Metal layers overlaid:
Scale: 6 px per um.
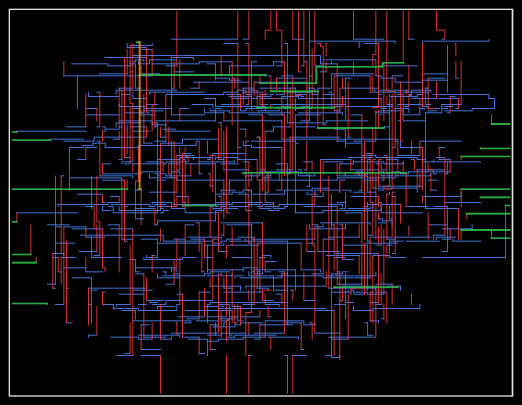
Supply network:
Scale: 6 px per um. Pins as bars on the die edge. Tap cells in grey.
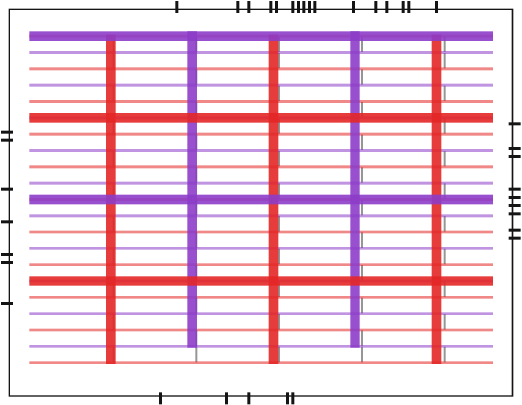
===== config.mk =====
export PLATFORM = sky130hd
export DESIGN_NAME = onehot_index_decoder
export DESIGN_NICKNAME = d
export VERILOG_FILES = /design/src/rtl/onehot_index_decoder.sv
export SDC_FILE = /design/constraint.sdc
export NUM_CORES = 1
export LEC_CHECK = 0
export CAP_MARGIN = 20
export CORE_ASPECT_RATIO = 0.75
export CORE_MARGIN = 3
export CORE_UTILIZATION = 45
export CTS_BUF_LIST = sky130_fd_sc_hd__clkbuf_4
export CTS_CLUSTER_SIZE = 28
export DETAILED_ROUTE_END_ITERATION = 10
export PLACE_DENSITY = 0.75
export SYNTH_ARGS = -nofsm -noshare
export SYNTH_HDL_FRONTEND = slang
export SYNTH_SLANG_ARGS = --single-unit

===== constraint.sdc =====
create_clock -name clk -period 4.2 [get_ports clk]
set_input_delay 0.84 -clock clk [delete_from_list [all_inputs] [get_ports clk]]
set_output_delay 0.84 -clock clk [all_outputs]
set_load 0.05 [all_outputs]

===== src/rtl/onehot_index_decoder.sv =====
// onehot_index_decoder
//   Converts a one-hot grant vector back into a binary index and passes the
//   result downstream over a valid/ready stream. A two-entry skid buffer sits
//   between the decoder and the output. Because of it, in_ready comes from
//   registered state and has no combinational path from out_ready.
//
//   Illegal words are still decoded:
//     - An all-zero word gives index 0 and sets out_zero.
//     - A word with several bits set gives the index of the highest set bit,
//       which matches the upstream encoder's priority, and sets out_err.
//
// Ports
//   clk        rising-edge clock
//   rst        synchronous active-high reset
//   in_valid   input word valid
//   in_ready   block can accept a word this cycle
//   in_onehot  grant vector to decode
//   out_valid  out_idx/out_zero/out_err are valid
//   out_ready  consumer accepts the output this cycle
//   out_idx    index of the highest set bit of the word (0 if none)
//   out_zero   word had no bit set
//   out_err    word had more than one bit set
//   err_sticky latched: an error word was accepted since the last clear
//   err_clr    clears err_sticky (a simultaneous error accept wins)
//   dec_count  saturating count of output handshakes since reset

module onehot_index_decoder #(
  parameter int wordLen = 8,
  parameter int idxLen  = $clog2(wordLen),
  parameter int cntLen  = 16
) (
  input  logic               clk,
  input  logic               rst,
  input  logic               in_valid,
  output logic               in_ready,
  input  logic [wordLen-1:0] in_onehot,
  output logic               out_valid,
  input  logic               out_ready,
  output logic [idxLen-1:0]  out_idx,
  output logic               out_zero,
  output logic               out_err,
  output logic               err_sticky,
  input  logic               err_clr,
  output logic [cntLen-1:0]  dec_count
);

  localparam int popLen = $clog2(wordLen + 1);

  typedef enum logic [1:0] {
    EMPTY = 2'd0,
    ONE   = 2'd1,
    TWO   = 2'd2
  } occState_e;

  occState_e         state_q;
  logic [idxLen-1:0] headIdx_q;
  logic              headZero_q;
  logic              headErr_q;
  logic [idxLen-1:0] tailIdx_q;
  logic              tailZero_q;
  logic              tailErr_q;
  logic              errSticky_q;
  logic [cntLen-1:0] decCount_q;

  logic [idxLen-1:0] decIdx;
  logic [popLen-1:0] decPop;
  logic              decZero;
  logic              decErr;
  logic              accept;
  logic              pop;

  // Decode the incoming word. The loop runs upward, so the last set bit it
  // sees is the highest one. The same pass counts the set bits for the
  // error flag.
  always_comb begin
    decIdx = '0;
    decPop = '0;
    for (int i = 0; i < wordLen; i++) begin
      if (in_onehot[i]) begin
        decIdx = idxLen'(i);
        decPop = decPop + popLen'(1);
      end
    end
    decZero = (in_onehot == '0);
    decErr  = (decPop > popLen'(1));
  end

  // Ready depends only on the occupancy register. Reset also holds it low,
  // so the block accepts nothing until reset has been released.
  assign in_ready  = ~rst & (state_q != TWO);
  assign out_valid = (state_q != EMPTY);
  assign accept    = in_valid & in_ready;
  assign pop       = out_valid & out_ready;

  assign out_idx    = headIdx_q;
  assign out_zero   = headZero_q;
  assign out_err    = headErr_q;
  assign err_sticky = errSticky_q;
  assign dec_count  = decCount_q;

  // Occupancy FSM and buffer storage.
  // The head entry always drives the outputs, so it stays stable while the
  // consumer stalls. The tail entry is filled only when the head is busy and
  // is not being popped. It moves to the head when the head drains.
  always_ff @(posedge clk) begin
    if (rst) begin
      state_q    <= EMPTY;
      headIdx_q  <= '0;
      headZero_q <= 1'b0;
      headErr_q  <= 1'b0;
      tailIdx_q  <= '0;
      tailZero_q <= 1'b0;
      tailErr_q  <= 1'b0;
    end else begin
      case (state_q)
        EMPTY: begin
          if (accept) begin
            headIdx_q  <= decIdx;
            headZero_q <= decZero;
            headErr_q  <= decErr;
            state_q    <= ONE;
          end
        end
        ONE: begin
          if (accept && pop) begin
            headIdx_q  <= decIdx;
            headZero_q <= decZero;
            headErr_q  <= decErr;
          end else if (accept) begin
            tailIdx_q  <= decIdx;
            tailZero_q <= decZero;
            tailErr_q  <= decErr;
            state_q    <= TWO;
          end else if (pop) begin
            state_q    <= EMPTY;
          end
        end
        TWO: begin
          if (pop) begin
            headIdx_q  <= tailIdx_q;
            headZero_q <= tailZero_q;
            headErr_q  <= tailErr_q;
            state_q    <= ONE;
          end
        end
        default: state_q <= EMPTY;
      endcase
    end
  end

  // Sticky error flag. When an error word is accepted in the same cycle as a
  // clear request, the set wins, so that error is not lost.
  always_ff @(posedge clk) begin
    if (rst) begin
      errSticky_q <= 1'b0;
    end else if (accept && decErr) begin
      errSticky_q <= 1'b1;
    end else if (err_clr) begin
      errSticky_q <= 1'b0;
    end
  end

  // Handshake counter. It stops at all-ones and does not wrap.
  always_ff @(posedge clk) begin
    if (rst) begin
      decCount_q <= '0;
    end else if (pop && (decCount_q != {cntLen{1'b1}})) begin
      decCount_q <= decCount_q + cntLen'(1);
    end
  end

endmodule


==> impl_metrics.toml <==
# synthesis and place-and-route metrics
[synth]
fa_ha_area_frac = 0.0615
ys_sh_mux = 0.0345
ys_chip_area_mm2 = 0.00203
synth_area_mm2 = 0.00203
top_cells_by_area = "dfxtp_1 (29%), nor2_1 (7.0%), ha_1 (6.2%)"

[placed_design]
gp_congestion = 0.791
placed_area_mm2 = 0.00259
place_ws_ns = -0.616

[floorplan]
tap_cells = 55
chipArea_mm2 = 0.00537

[pwr]
switchingPower_w = 0.000305
leakagePower_nw = 1.07
seqPwrFrac = 0.340

[drt]
wl_met1_um = 2240
drc = 0
routed_via_density = 5.22

[layout]
n_antenna_cell = 0
drive_above_1_share = 0.215
ff_count = 29
seq_area_um2 = 581
nets = 324

[sta]
finalSetupTns_ns = 0
setup_viol = 0

[min_path]
holdCritStartpoint = "tailZero_q"

[setup_path]
critical_path.top_delay_family = "adder cells"
cp-start-kind = "primary input"
cp-endpoint = "tailErr_q"
cp_num_buf_inv = 3

[cts]
cts_root_buf = "clkbuf_4"
cts_resized = 14
post_cts_buffers = 1

[global_routing]
grt_max_degree = 30
use_met3 = 0.0412

[flow_run]
maxCapViolCount = 0

[outcome]
status = "finished clean"
## Picture notes: 'metal layers overlaid'
legend:
  orange:
    layer: M4
    wire_length: 24.5 um
  red:
    layer: M2
    wire_length: 2080 um
  green:
    layer: M3
    wire_length: 211 um
  blue:
    layer: M1
    wire_length: 2240 um
gr usage total: 0.180
WL/cell: 12.8 um
Detailed Route WL: 4560 um
vias: 1862

## Picture notes: 'supply network'
legend:
  red:
    net: VSS
  purple:
    net: VDD
met5 straps: 4
met1 rails: 21
signal pins: 37
core area: 0.00420 mm2
Die X: 83.6 um

